$ cat config.mk
export PLATFORM = sky130hd
export DESIGN_NAME = counter_ctrl
export DESIGN_NICKNAME = d
export VERILOG_FILES = /design/src/rtl/counter_ctrl.sv
export SDC_FILE = /design/constraint.sdc
export NUM_CORES = 1
export LEC_CHECK = 0
export ABC_AREA = 1
export CAP_MARGIN = 30
export CORE_MARGIN = 2
export CORE_UTILIZATION = 55
export CTS_BUF_LIST = sky130_fd_sc_hd__clkbuf_16
export DETAILED_ROUTE_END_ITERATION = 7
export PLACE_DENSITY = 0.83
export SYNTH_ARGS = -nofsm -noshare
export SYNTH_HDL_FRONTEND = slang
export SYNTH_SLANG_ARGS = --single-unit
$ cat constraint.sdc
create_clock -name clock -period 4.66 [get_ports clock]
set_input_delay 0.466 -clock clock [delete_from_list [all_inputs] [get_ports clock]]
set_output_delay 0.466 -clock clock [all_outputs]
set_load 0.005 [all_outputs]
$ cat src/rtl/counter_ctrl.sv
// counter_ctrl: synchronizes and debounces board buttons/switches and drives a 16-bit up/down/auto counter.
// Define COUNTER_CTRL_BCD_MODE_EN to count in four packed BCD digits (0000..9999) instead of binary.

module counter_ctrl_debounce #(
  parameter int DEBOUNCE_CYCLES = 1000000
) (
  input  logic clock,
  input  logic reset_n,
  input  logic sync_in,
  output logic level
);

  localparam int CW = $clog2(DEBOUNCE_CYCLES);
  // The count goes 0..DEBOUNCE_CYCLES-1, so the state changes on the edge that would reach the last value.
  localparam logic [CW-1:0] CNT_LAST = CW'(DEBOUNCE_CYCLES - 2);

  typedef enum logic [1:0] {
    S_LOW,
    S_WAIT_HIGH,
    S_HIGH,
    S_WAIT_LOW
  } state_t;

  state_t state, state_next;
  logic [CW-1:0] cnt, cnt_next;

  always_ff @(posedge clock or negedge reset_n) begin
    if (!reset_n) begin
      state <= S_LOW;
      cnt   <= '0;
    end else begin
      state <= state_next;
      cnt   <= cnt_next;
    end
  end

  always_comb begin
    state_next = state;
    cnt_next   = cnt;
    case (state)
      S_LOW: begin
        if (sync_in) begin
          state_next = S_WAIT_HIGH;
          cnt_next   = '0;
        end
      end
      S_WAIT_HIGH: begin
        if (!sync_in) begin
          state_next = S_LOW;
        end else begin
          cnt_next = cnt + 1'b1;
          if (cnt == CNT_LAST) state_next = S_HIGH;
        end
      end
      S_HIGH: begin
        if (!sync_in) begin
          state_next = S_WAIT_LOW;
          cnt_next   = '0;
        end
      end
      S_WAIT_LOW: begin
        if (sync_in) begin
          state_next = S_HIGH;
        end else begin
          cnt_next = cnt + 1'b1;
          if (cnt == CNT_LAST) state_next = S_LOW;
        end
      end
      default: begin
        state_next = S_LOW;
        cnt_next   = '0;
      end
    endcase
  end

  assign level = (state == S_HIGH) || (state == S_WAIT_LOW);

endmodule

module counter_ctrl #(
  parameter int DEBOUNCE_CYCLES = 1000000,
  parameter int TICK_CYCLES     = 100000000
) (
  input  logic        clock,
  input  logic        reset_n,
  input  logic        btn_up,
  input  logic        btn_down,
  input  logic        btn_clear,
  input  logic        auto_en,
  input  logic        dir,
  output logic [15:0] sixteen_bit_number,
  output logic        wrap
);

  localparam int PW = $clog2(TICK_CYCLES);
  localparam logic [PW-1:0] PRESC_LAST = PW'(TICK_CYCLES - 1);

  // Bit order of the synchronizer vector: up, down, clear, auto_en, dir.
  logic [4:0] sync_meta, sync_q;
  logic [2:0] btn_level;
  logic [1:0] level_d;
  logic [PW-1:0] presc;
  logic up_press, down_press, clear_level, auto_sync, dir_sync, tick;
  logic step_en, step_up, step_wrap;
  logic [15:0] step_value;

  always_ff @(posedge clock or negedge reset_n) begin
    if (!reset_n) begin
      sync_meta <= '0;
      sync_q    <= '0;
    end else begin
      sync_meta <= {dir, auto_en, btn_clear, btn_down, btn_up};
      sync_q    <= sync_meta;
    end
  end

  for (genvar i = 0; i < 3; i++) begin : g_debounce
    counter_ctrl_debounce #(
      .DEBOUNCE_CYCLES(DEBOUNCE_CYCLES)
    ) u_debounce (
      .clock  (clock),
      .reset_n(reset_n),
      .sync_in(sync_q[i]),
      .level  (btn_level[i])
    );
  end

  // A press is the first cycle a debounced level is high, i.e. right after S_WAIT_HIGH -> S_HIGH.
  always_ff @(posedge clock or negedge reset_n) begin
    if (!reset_n) level_d <= '0;
    else          level_d <= btn_level[1:0];
  end

  assign up_press    = btn_level[0] & ~level_d[0];
  assign down_press  = btn_level[1] & ~level_d[1];
  assign clear_level = btn_level[2];
  assign auto_sync   = sync_q[3];
  assign dir_sync    = sync_q[4];
  assign tick        = auto_sync && (presc == PRESC_LAST);

  always_ff @(posedge clock or negedge reset_n) begin
    if (!reset_n)                presc <= '0;
    else if (!auto_sync || tick) presc <= '0;
    else                         presc <= presc + 1'b1;
  end

`ifdef COUNTER_CTRL_BCD_MODE_EN
  function automatic logic [16:0] step_count(input logic [15:0] value, input logic up);
    logic [16:0] result;
    logic        carry;
    logic [3:0]  digit;
    carry = 1'b1;
    for (int i = 0; i < 4; i++) begin
      digit = value[i*4 +: 4];
      if (carry) begin
        if (up) begin
          if (digit == 4'd9) digit = 4'd0;
          else begin
            digit = digit + 4'd1;
            carry = 1'b0;
          end
        end else begin
          if (digit == 4'd0) digit = 4'd9;
          else begin
            digit = digit - 4'd1;
            carry = 1'b0;
          end
        end
      end
      result[i*4 +: 4] = digit;
    end
    result[16] = carry;
    return result;
  endfunction
`else
  function automatic logic [16:0] step_count(input logic [15:0] value, input logic up);
    if (up) return {value == 16'hFFFF, value + 16'd1};
    return {value == 16'h0000, value - 16'd1};
  endfunction
`endif

  // Presses beat ticks; simultaneous up and down presses cancel and also swallow any tick.
  always_comb begin
    step_en = 1'b0;
    step_up = 1'b0;
    if (up_press && !down_press) begin
      step_en = 1'b1;
      step_up = 1'b1;
    end else if (down_press && !up_press) begin
      step_en = 1'b1;
    end else if (!up_press && !down_press && tick) begin
      step_en = 1'b1;
      step_up = dir_sync;
    end
    {step_wrap, step_value} = step_count(sixteen_bit_number, step_up);
  end

  always_ff @(posedge clock or negedge reset_n) begin
    if (!reset_n) begin
      sixteen_bit_number <= '0;
      wrap               <= 1'b0;
    end else if (clear_level) begin
      sixteen_bit_number <= '0;
      wrap               <= 1'b0;
    end else if (step_en) begin
      sixteen_bit_number <= step_value;
      wrap               <= step_wrap;
    end else begin
      wrap <= 1'b0;
    end
  end

endmodule

==> results.toml, run 1 <==
# implementation run metrics
[clocking]
clockRootBuffer = "clkbuf_16"
post_cts_resized = 0
cts_hold_buf = 0
cts_tree = "done"
cts_setup_buffers = 0
clockBufferDepth = 2
insertion_delay_ns = 0.42
clk_pin_slew_ns = 0.06
htree_levels = 4

[synth]
edf_count = 0
synth.largest_area_cell = "dfrtp_1"
ys_cells = 865
synth-main-ff-cell = "dfrtp_1"
top_area_share_pct = 44.4
numSynthFlops = 122
yosys-top-cells-area = "dfrtp_1, nand2_1, inv_1"
ys_seq_share_pct = 44.4
ys_warn_count = 0
synthCells = 865
syn_area_per_cell_um2 = 7.95
ys_chip_area_mm2 = 0.00688
async_flop_share_pct = 100
ys_types = 48
syn_area_mm2 = 0.00688
synth_nets = 894

[final_layout]
area_delta_synth_final_pct = 14.0
n_antenna_cell = 0
drive_above_1_share_pct = 7.98
nNetsFinal = 931
fin_util_pct = 64.7
fillCellCount = 1028

[critical_path]
worst_path_max_delay_cell = "ha_1"
path_cells = "ha_1 > nand2_1 > nor2_4 > nand2_2 > nor2_4 > nand4_1 > nand2_1 > inv_1 > ha_1 > nand2_1 > o21ai_0 > nand3_1 > nand3_1 > a21oi_1 > o21ai_0 > o21ai_0"
path_max_fanout = 14
path_class = "reg2reg"
worstPathRequired_ns = 4.95
crit_path_start_kind = "flip-flop"
endpoint_kind = "flip-flop"
arrival_ns = 3.56
cpPeakStageDelay_ns = 0.46

[drt]
dr.pass1.iters = 5
avgViaCountPerCell = 5.50
drc_errors = 0
wl_met1_um = 6740
wl_met3_um = 668
routed.top_layer = "met4"
vias = 5952
wl_met2_um = 7130
antenna_left = 0
drtIter0Drc = 581
wire_per_inst_um = 13.8
wl_um = 14900

[power]
top_power_group = "clock"
seq_power_w = 0.00112
comb_cell_power_w = 0.000107
powerDensity_mw_per_mm2 = 316
netSwitchingFraction_pct = 23.5
p_leak_nw = 3.65
p_int_w = 0.00190
p_clk_w = 0.00125
p_seq_share_pct = 45.2
combPwrFrac_pct = 4.3
peakVddDrop_mv = 0.193
p_sw_w = 0.000582
p_clk_share_pct = 50.5

[timing]
finalSetupViolations = 0
hold_viol = 0
finalCritPeriodShare_pct = 70.2
slew_viol_final = 0
period_needed_ns = 3.27
relSlewSlack_pct = 40.8
finClkSkew_ns = 0.00989
fin_setup_tns_ns = 0
worstMarginPinSlew_ns = 0.886
rsz0062_at_grt = "no"
clock.fmax_mhz = 306

[floorplan]
io_pins = 24
chipWidth_um = 116
coreArea_mm2 = 0.0121
rows = 40
dieArea_mm2 = 0.0134
die_h_um = 116
fp_util_pct = 56.8

[grt]
track_usage_pct = 24.6
grt_max_degree = 43
grt_pass1_wl_um = 26100
antenna_found_initial = 0
grtUsageMet2_pct = 40.2
top_usage_layer = "met2"
overflow = 0
use_met3_pct = 4.76
grt_pass1_vias = 5865
use_met1_pct = 32.2

[placed_design]
gp_congestion = 0.917
hpwl_um = 10700
io_buffers = 23

[run]
warning_count = 29
drv_cap = 0

[hold_path]
hp-class = "in2async"

[run_status]
outcome = "complete, no violations"
==> run 1: cell families after synthesis <==
kind of cell / after synthesis / synth area share, %
buf+inv: 136 / 7.84
fa+ha+maj: 22 / 4.11
compound gates: 142 / 11.6
xor+xnor: 25 / 3.18
simple gates: 418 / 28.9
flops: 122 / 44.4
==> run 1: worst max-delay path, delay by kind of cell, from the launching register on <==
kind | cells | cell delay, ns
adders and majority gates | 2 | 0.64
and+or+nand+nor | 9 | 1.21
AOI/OAI and AO/OA | 4 | 0.60
DFF | 1 | 0.40
buffers and inverters | 1 | 0.29
==> run 1: metrics by stage <==
stage / total power [W] / hold slack [ns] / instance area, µm² / cells / setup WS (ns)
final: 0.00248 / 0.0234 / 7840 / 1083 / 1.39
after global routing: 0.00257 / 0.0744 / 7840 / 1083 / 0.995
after floorplan: 0.00120 / 0.170 / 6880 / 865 / 1.89
after CTS: 0.00250 / 0.0408 / 7840 / 1083 / 1.41
after global placement: 0.00124 / 0.334 / 7280 / 1051 / 1.56
after detailed placement: 0.00125 / 0.338 / 7280 / 1051 / 1.41
==> run 1: placed cells by master (no fill, tap or decap), types with 4 or more instances in the layout <==
cell type and count:
o21ai_0 38, a211oi_1 4, xnor2_1 10, nor4_1 12, inv_2 4, nor3b_1 7
a21oi_1 60, a21o_1 6, ha_1 21, dfrtp_1 122, xor2_1 15, o22ai_1 11
o21a_1 7, nor3_1 38, inv_1 128, nor2_2 10, nor3_2 6, clkdlybuf4s50_1 22
clkinv_2 5, nand4_1 25, clkbuf_16 17, nand2_2 5, a31oi_1 7, nor2_1 93
nand2_1 158, nand3_1 45
==> run 1: synth_stat cells (11+ instances only) <==
library cell / instances
inv_1: 125
ha_1: 21
nand3_1: 45
nor4_1: 12
o22ai_1: 11
nand4_1: 25
nand2_1: 158
nor2_1: 93
xor2_1: 15
o21ai_0: 38
a21oi_1: 60
dfrtp_1: 122
nor3_1: 38
==> run 1: path summary, 6_finish.rpt <==
kind	start	end	slack [ns]	depth (start not counted)
max in group asynchronous	reset_n	g_debounce[2].u_debounce.cnt[10]$_DFFE_PN0P_	3.71	2
min in group clock	sync_meta[2]$_DFF_PN0_	sync_q[2]$_DFF_PN0_	0.35	0
min reg2reg	sync_meta[2]$_DFF_PN0_	sync_q[2]$_DFF_PN0_	0.35	0
max	presc[0]$_DFF_PN0_	sixteen_bit_number[12]$_DFFE_PN0P_	1.39	16
max reg2reg	presc[0]$_DFF_PN0_	sixteen_bit_number[12]$_DFFE_PN0P_	1.39	16
min	reset_n	g_debounce[1].u_debounce.cnt[19]$_DFFE_PN0P_	0.02	1
==> run 1: registers in the layout (all words and copies together), names as in the netlist, named ones only <==
name,cells
sixteen_bit_number,16
level_d,2
sync_meta,5
presc,27
wrap,1
sync_q,5
g_debounce.u_debounce.cnt,60
g_debounce.u_debounce.state,3
==> run 1: cell type report <==
cell class                      count  area (µm²)  area share, %
Timing Repair Buffer               25         243           3.10
Inverter                          129         484           6.18
Tap cell                          168         210           2.68
Clock inverter                     15         138           1.76
Sequential cell                   122        3050           38.9
Clock buffer                       17         425           5.43
Multi-Input combinational cell    607        3290           41.9
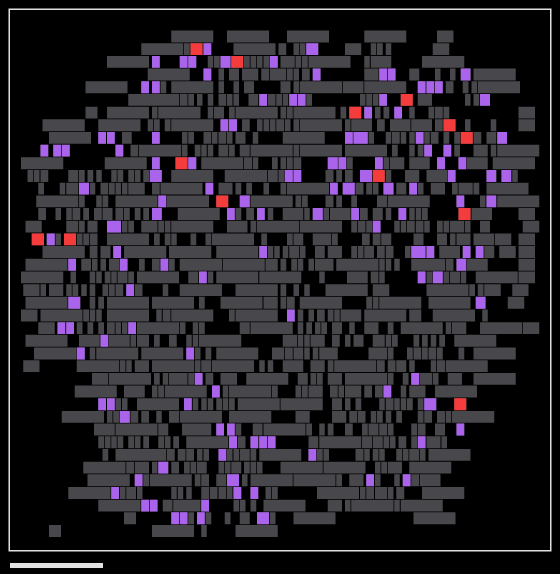
Run 1: selected gate families
Bar = 20 µm.
| family | color | cells |
|---|---|---|
| AND-OR and OR-AND gates | red | 13 |
| inverting AOI/OAI gates | purple | 129 |
final cell count without fillers: 1083
logic share of the area: 41.9%
most instantiated logic cell after routing: nand2_1

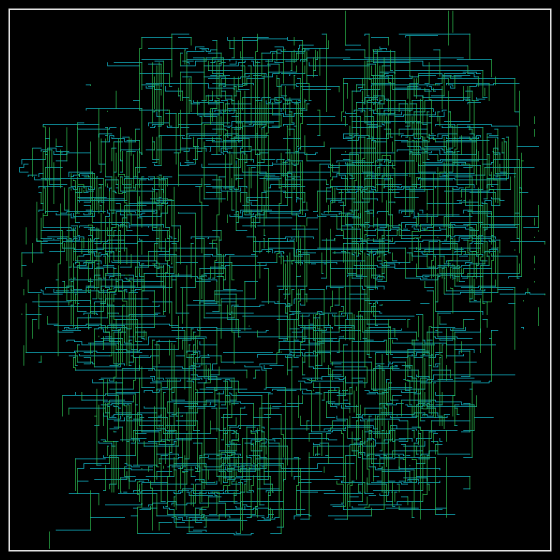
Run 1: routed metal, one color a layer
Only two layers are drawn.
| layer | color | wire length |
|---|---|---|
| metal 2 | green | 7130 µm |
| metal 1 | cyan | 6740 µm |

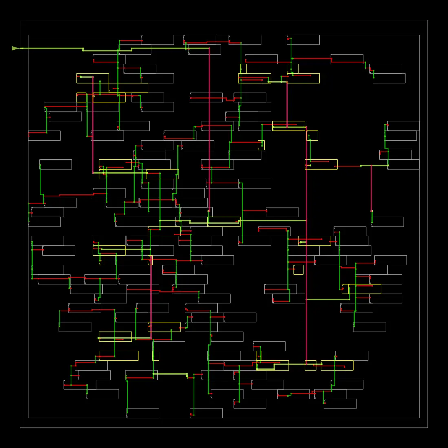
Run 1: clock routing
registers: 122
clk sink count: 122
TritonCTS Buffers: 17
CLK BUF: 17

==> run 2: changes to the inputs <==
- PLACE_DENSITY: 0.83 -> 0.86
- clock period: 4.66 -> 3 ns (I/O delays scaled with it)
==> results.toml, run 2 <==
# implementation run metrics
[placed_design]
hpwl_um = 10400
gp_congestion = 0.886
placed_area_mm2 = 0.00733
post-place-ws_ns = 0.0289
io_buffers = 23

[drt]
dr.pass1.iters = 5
drtIter0Drc = 562
wl_um = 15400
drc_errors = 0
avgViaCountPerCell = 5.54
antenna_left = 0
wire_per_inst_um = 14.0
vias = 6065

[synth]
ys_chip_area_mm2 = 0.00688
numSynthFlops = 122
edf_count = 0
async_flop_share_pct = 100
ys_cells = 865
ys_seq_share_pct = 44.4
ys_warn_count = 0
yosys.cell_count.top_type = "nand2_1"
yosys-top-cells-area = "dfrtp_1, nand2_1, inv_1"
synth.largest_area_cell = "dfrtp_1"
syn_area_mm2 = 0.00688
synth-main-ff-cell = "dfrtp_1"
ys_types = 48
ys_top_cells_by_count = "nand2_1, inv_1, dfrtp_1, nor2_1, a21oi_1"
top_area_share_pct = 44.4
syn_area_per_cell_um2 = 7.95
synthCells = 865
synth_nets = 894

[timing]
rsz0062_at_grt = "yes"
layout_setup_ws_ns = 0.0808
period_needed_ns = 2.92
clock.fmax_mhz = 343
finalSetupViolations = 0
slew_viol_final = 0
relSlewSlack_pct = 41.0
worstMarginPinSlew_ns = 0.882
hold_viol = 0
fin_setup_tns_ns = 0
finalCritPeriodShare_pct = 97.3

[floorplan]
rows = 40
die_h_um = 116
coreArea_mm2 = 0.0121
chipWidth_um = 116
dieArea_mm2 = 0.0134
fp_util_pct = 56.8
io_pins = 24

[critical_path]
arrival_ns = 3.22
worst_path_max_delay_cell = "dfrtp_1"
crit_path_start_kind = "flip-flop"
path_cells = "ha_2 > nand2_1 > nor2_4 > nand2_4 > nor2_4 > nand4_1 > nand2_2 > clkinvlp_4 > buf_4 > ha_4 > nand2_1 > o21ai_1 > a21o_1 > nand2_1 > a21oi_1 > o22ai_1"
worst-path-buf-inv = 2
worst_path_most_repeated_cell = "nand2_1"
r2r_slack_ns = 0.08
endpoint_kind = "flip-flop"
path_max_fanout = 6
worstPathRequired_ns = 3.30
path_class = "reg2reg"
cpPeakStageDelay_ns = 0.39
crit_family = "simple AND/OR/NAND/NOR gates"

[final_layout]
design_area_mm2 = 0.00814
regMostFlops = "g_debounce.u_debounce.cnt"
layout_top_cell = "nand2_1"
largest_registers = "g_debounce.u_debounce.cnt x60, presc x27, sixteen_bit_number x16"
largest_reg_flops = 60
nNetsFinal = 942
n_antenna_cell = 0
drive_above_1_share_pct = 12.9
final_cell_mix = "nand2_1, inv_1, dfrtp_1"
area_delta_synth_final_pct = 18.3

[grt]
grt_max_degree = 66
antenna_found_initial = 0
overflow = 0
grt_pass1_wl_um = 25500
grt_pass1_vias = 5790
track_usage_pct = 23.9

[clocking]
clockRootBuffer = "clkbuf_16"
cts_made_buffers = 17
htree_levels = 4
clkSinkCount = 122
clockBufferDepth = 2
cts_tree = "done"
clk_pin_slew_ns = 0.06

[run]
warning_count = 30
drv_cap = 0

[power]
powerDensity_mw_per_mm2 = 460
p_leak_nw = 3.72
power.total_w = 0.00374
peakVddDrop_mv = 0.321

[hold_path]
hp-class = "in2async"

[run_status]
outcome = "complete, no violations"
run 2: cell counts after synthesis:
Identical to the previous run, type by type.
run 2: path summary, 6_finish.rpt:
path	startpoint	endpoint	cells past startpoint
hold / removal	reset_n	g_debounce[1].u_debounce.cnt[14]$_DFFE_PN0P_	2
min in group clock	btn_down	sync_meta[1]$_DFF_PN0_	1
max in group asynchronous	reset_n	g_debounce[1].u_debounce.cnt[7]$_DFFE_PN0P_	3
hold reg to reg	sync_meta[1]$_DFF_PN0_	sync_q[1]$_DFF_PN0_	0
setup / recovery	presc[0]$_DFF_PN0_	sixteen_bit_number[14]$_DFFE_PN0P_	16
setup reg to reg	presc[0]$_DFF_PN0_	sixteen_bit_number[14]$_DFFE_PN0P_	16
run 2: area by class of cell:
class,count,area (µm²)
Clock buffer,17,425
Clock inverter,15,105
Fill cell,959,3970
Inverter,129,488
Multi-Input combinational cell,607,3520
Sequential cell,122,3050
Tap cell,168,210
Timing Repair Buffer,36,340
run 2: cell families after synthesis:
logic type | share of synthesized area (%)
fa+ha+maj | 4.11
compound gates | 11.6
xor+xnor | 3.18
flops | 44.4
buf+inv | 7.84
simple gates | 28.9
run 2: worst register-to-register path: cells and delay by family, from the launching register on:
| kind | cells | cell delay, ns |
|---|---|---|
| buf+inv | 2 | 0.33 |
| fa+ha+maj | 2 | 0.49 |
| flops | 1 | 0.39 |
| simple gates | 8 | 0.93 |
| compound gates | 4 | 0.66 |
run 2: layer usage:
metal  up-vias  wire length [µm]  global-route usage [%]
met2       186              7480                    39.3
met4         0               293                    9.92
met1      2869              6760                    31.1
met5         -                 0                       0
met3        28               828                    4.71
li1       2982                 -                       -
run 2: repair_timing:
item	4_1_cts	5_1_grt
hold buffers	1	0
hold endpoints to repair	17	0
buffers inserted	0	5
gates resized	0	46
endpoints found under the setup margin	0	12
run 2: report_power, final:
part           leakage (nW)  switching, W  internal, W  total [W]
Clock                 0.243      0.000781      0.00105    0.00183
Sequential             1.66     0.0000468      0.00169    0.00174
Combinational          1.81      0.000115    0.0000562   0.000172
Total                  3.72      0.000944      0.00280    0.00374
run 2: stage by stage:
step,instances,utilization [%],hold WS (ns)
after CTS,1089,65.0,0.281
after global routing,1094,67.2,0.314
after global placement,1056,60.5,0.192
after floorplan,865,-,0.00441
after detailed placement,1056,60.5,0.192
final,1094,67.2,0.283
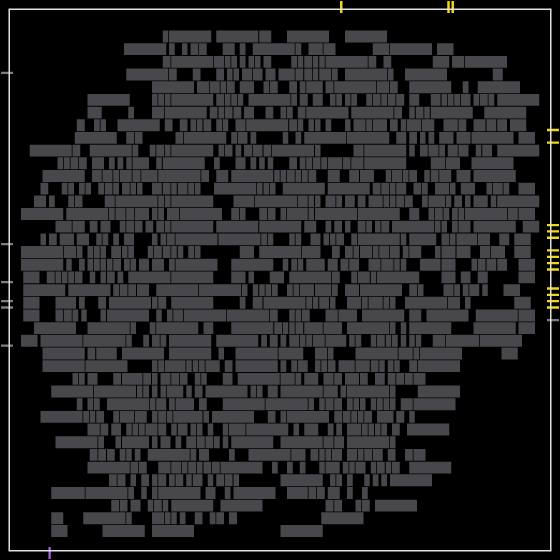
Run 2: I/O pins on the die edge
Pins as bars across the die edge, other pins in gray.
| port | color | pins | direction | edge |
|---|---|---|---|---|
| `reset_n` | purple | 1 | input | bottom |
| `sixteen_bit_number` | yellow | 16 | output | 13 right, 3 top |

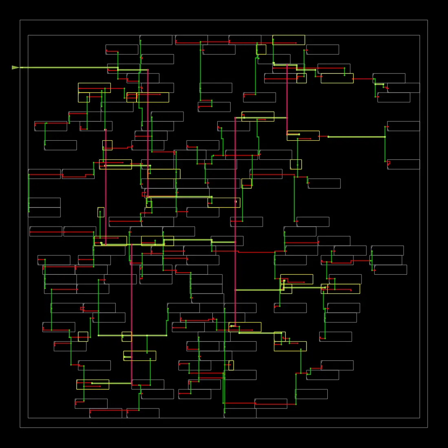
Run 2: clock routing
Late-Pin Clk Latency: 0.43 ns
Setup Skew: 0.00606 ns
P_clk: 0.00183 W

==> run 3: changes to the inputs <==
- REMOVE_ABC_BUFFERS: default -> 1
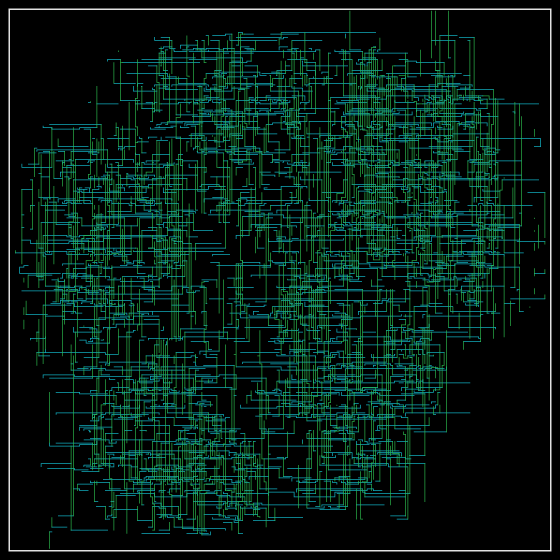
Run 3: routed metal, one color a layer
Only two layers are drawn.
| layer | color | wire length |
|---|---|---|
| metal 2 | green | 7780 µm |
| metal 1 | cyan | 6920 µm |
wire per inst: 14.8 µm
Routed Wire Length: 16200 µm
Tot GR Track Use: 24.8%
vias post-DR: 6204

==> results.toml, run 3 <==
# implementation run metrics
[power]
p_clk_share_pct = 54.1
p_sw_w = 0.000942
p_seq_share_pct = 41.8
powerDensity_mw_per_mm2 = 503
p_int_w = 0.00323
netSwitchingFraction_pct = 22.6
combPwrFrac_pct = 4.2
peakVddDrop_mv = 0.470
p_leak_nw = 3.79

[final_layout]
drive_above_1_share_pct = 12.9
regMostFlops = "g_debounce.u_debounce.cnt"
largest_reg_flops = 60
layout_top_cell = "nand2_1"
n_antenna_cell = 0
nNetsFinal = 943
final_cell_mix = "nand2_1, inv_1, dfrtp_1"
largest_registers = "g_debounce.u_debounce.cnt x60, presc x27, sixteen_bit_number x16"
area_delta_synth_final_pct = 20.3
design_area_mm2 = 0.00828

[critical_path]
crit_path_start_kind = "flip-flop"
endpoint_kind = "flip-flop"
worstPathRequired_ns = 3.34
path_max_fanout = 7
path_class = "reg2reg"
r2r_slack_ns = 0.09
arrival_ns = 3.25

[clocking]
insertion_delay_ns = 0.42
clockRootBuffer = "clkbuf_16"
clkSinkCount = 122
clockBufferDepth = 2
cts_made_buffers = 17
clk_pin_slew_ns = 0.06
cts_tree = "done"
htree_levels = 4

[timing]
clock.fmax_mhz = 344
relSlewSlack_pct = 38.4
worstMarginPinSlew_ns = 0.921
layout_setup_ws_ns = 0.0939
hold_viol = 0
period_needed_ns = 2.91
finClkSkew_ns = 0.00640
finalSetupViolations = 0
finalCritPeriodShare_pct = 96.9
slew_viol_final = 0

[synth]
ys_warn_count = 0
synth-main-ff-cell = "dfrtp_1"
ys_chip_area_mm2 = 0.00688
top_area_share_pct = 44.4
yosys-top-cells-area = "dfrtp_1, nand2_1, inv_1"
synth.largest_area_cell = "dfrtp_1"
async_flop_share_pct = 100
numSynthFlops = 122
syn_area_mm2 = 0.00688
ys_top_cells_by_count = "nand2_1, inv_1, dfrtp_1, nor2_1, a21oi_1"
yosys.cell_count.top_type = "nand2_1"
edf_count = 0
ys_cells = 865
ys_seq_share_pct = 44.4
ys_types = 48
syn_area_per_cell_um2 = 7.95
synthCells = 865

[drt]
avgViaCountPerCell = 5.67
dr.pass1.iters = 7
routed.top_layer = "met4"
wl_met3_um = 843
drc_errors = 0
drtIter0Drc = 390
antenna_left = 0
wl_met2_um = 7780
wl_met1_um = 6920

[floorplan]
io_pins = 24
coreArea_mm2 = 0.0121
die_h_um = 116
rows = 40
chipWidth_um = 116
dieArea_mm2 = 0.0134
fp_util_pct = 56.8

[placed_design]
placed_area_mm2 = 0.00734
gp_congestion = 0.918
dp.cells = 1057
post-place-ws_ns = 0.0507
io_buffers = 23
hpwl_um = 10600

[grt]
antenna_found_initial = 0
overflow = 0
grt_pass1_wl_um = 26400
grt_max_degree = 60
grt_pass1_vias = 5917

[run]
drv_cap = 0
warning_count = 28

[run_status]
outcome = "complete, no violations"

[hold_path]
hp-class = "in2reg"
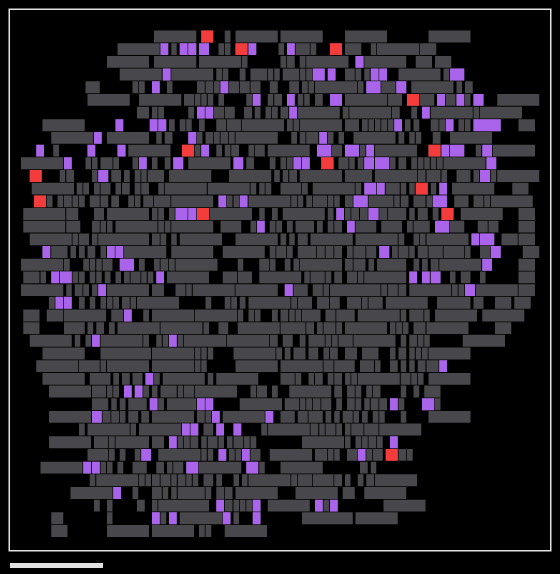
Run 3: selected gate families
Bar = 20 µm.
final cell count without fillers: 1095
logic share of the area: 42.5%

==> run 3: routing by layer <==
metal	track usage [%]	vias up
met5	0	-
met4	12.3	0
met3	4.65	73
met2	40.7	217
met1	31.7	2925
li1	-	2989
==> run 3: power groups by stage <==
stage / logic, W / clock network, W / registers [W]
final: 0.000174 / 0.00225 / 0.00174
after CTS: 0.000177 / 0.00227 / 0.00174
after global placement: 0.000166 / 0 / 0.00177
after detailed placement: 0.000175 / 0 / 0.00177
after global routing: 0.000204 / 0.00236 / 0.00175
after floorplan: 0.0000986 / 0 / 0.00176
==> run 3: path summary, 6_finish.rpt <==
| check | cells past startpoint | end | start |
|---|---|---|---|
| max | 16 | sixteen_bit_number[13]$_DFFE_PN0P_ | presc[0]$_DFF_PN0_ |
| min | 1 | sync_meta[1]$_DFF_PN0_ | btn_down |
| max reg2reg | 16 | sixteen_bit_number[13]$_DFFE_PN0P_ | presc[0]$_DFF_PN0_ |
| min reg2reg | 0 | sync_q[2]$_DFF_PN0_ | sync_meta[2]$_DFF_PN0_ |
| max in group asynchronous | 3 | wrap$_DFF_PN0_ | reset_n |
| min in group asynchronous | 2 | g_debounce[0].u_debounce.cnt[0]$_DFFE_PN0P_ | reset_n |
==> run 3: timing repair <==
| action | in CTS | in global routing |
|---|---|---|
| endpoints found under the hold margin | 57 | 0 |
| pin swaps | 0 | 9 |
| endpoints found under the setup margin | 1 | 12 |
| setup buffers | 2 | 3 |
| resized | 3 | 44 |
| hold buffers | 1 | 0 |
==> run 3: through the flow <==
step | util (%) | hold slack [ns] | TNS [ns] | power (W)
6_report | 68.3 | 0.316 | 0 | 0.00417
5_1_grt | 68.3 | 0.311 | -0.158 | 0.00431
4_1_cts | 66.4 | 0.306 | 0 | 0.00419
3_5_place_dp | 60.6 | 0.338 | 0 | 0.00194
3_3_place_gp | 60.6 | 0.332 | 0 | 0.00193
2_1_floorplan | - | 0.00441 | 0 | 0.00186
==> run 3: logic make-up after synthesis <==
kind of cell / count (synthesis) / synth area share (%)
AND/OR/NAND/NOR: 418 / 28.9
AND-OR/OR-AND: 142 / 11.6
buffers and inverters: 136 / 7.84
flip-flops: 122 / 44.4
XOR/XNOR: 25 / 3.18
adder cells (fa/ha/maj): 22 / 4.11
==> run 3: final cells by class <==
| cell class | instances | area (µm²) |
|---|---|---|
| Clock buffer | 17 | 425 |
| Clock inverter | 15 | 224 |
| Fill cell | 917 | 3830 |
| Inverter | 129 | 488 |
| Multi-Input combinational cell | 607 | 3520 |
| Sequential cell | 122 | 3050 |
| Tap cell | 168 | 210 |
| Timing Repair Buffer | 37 | 359 |
==> run 3: critical path, cell delays in order (launching register included) <==
cell and delay [ns]:
dfrtp_1 0.38, ha_2 0.21, nand2_2 0.08, nor2_4 0.10, nand2_2 0.08, nor2_4 0.11, nand4_1 0.16, nand2_2 0.14
clkinvlp_4 0.13, buf_6 0.18, ha_4 0.30, nand2_1 0.12, nor2_1 0.25, nand4_1 0.20, nand3_1 0.16, nand2_1 0.09
o22ai_1 0.12
Power is estimated from default activity; no workload was simulated.
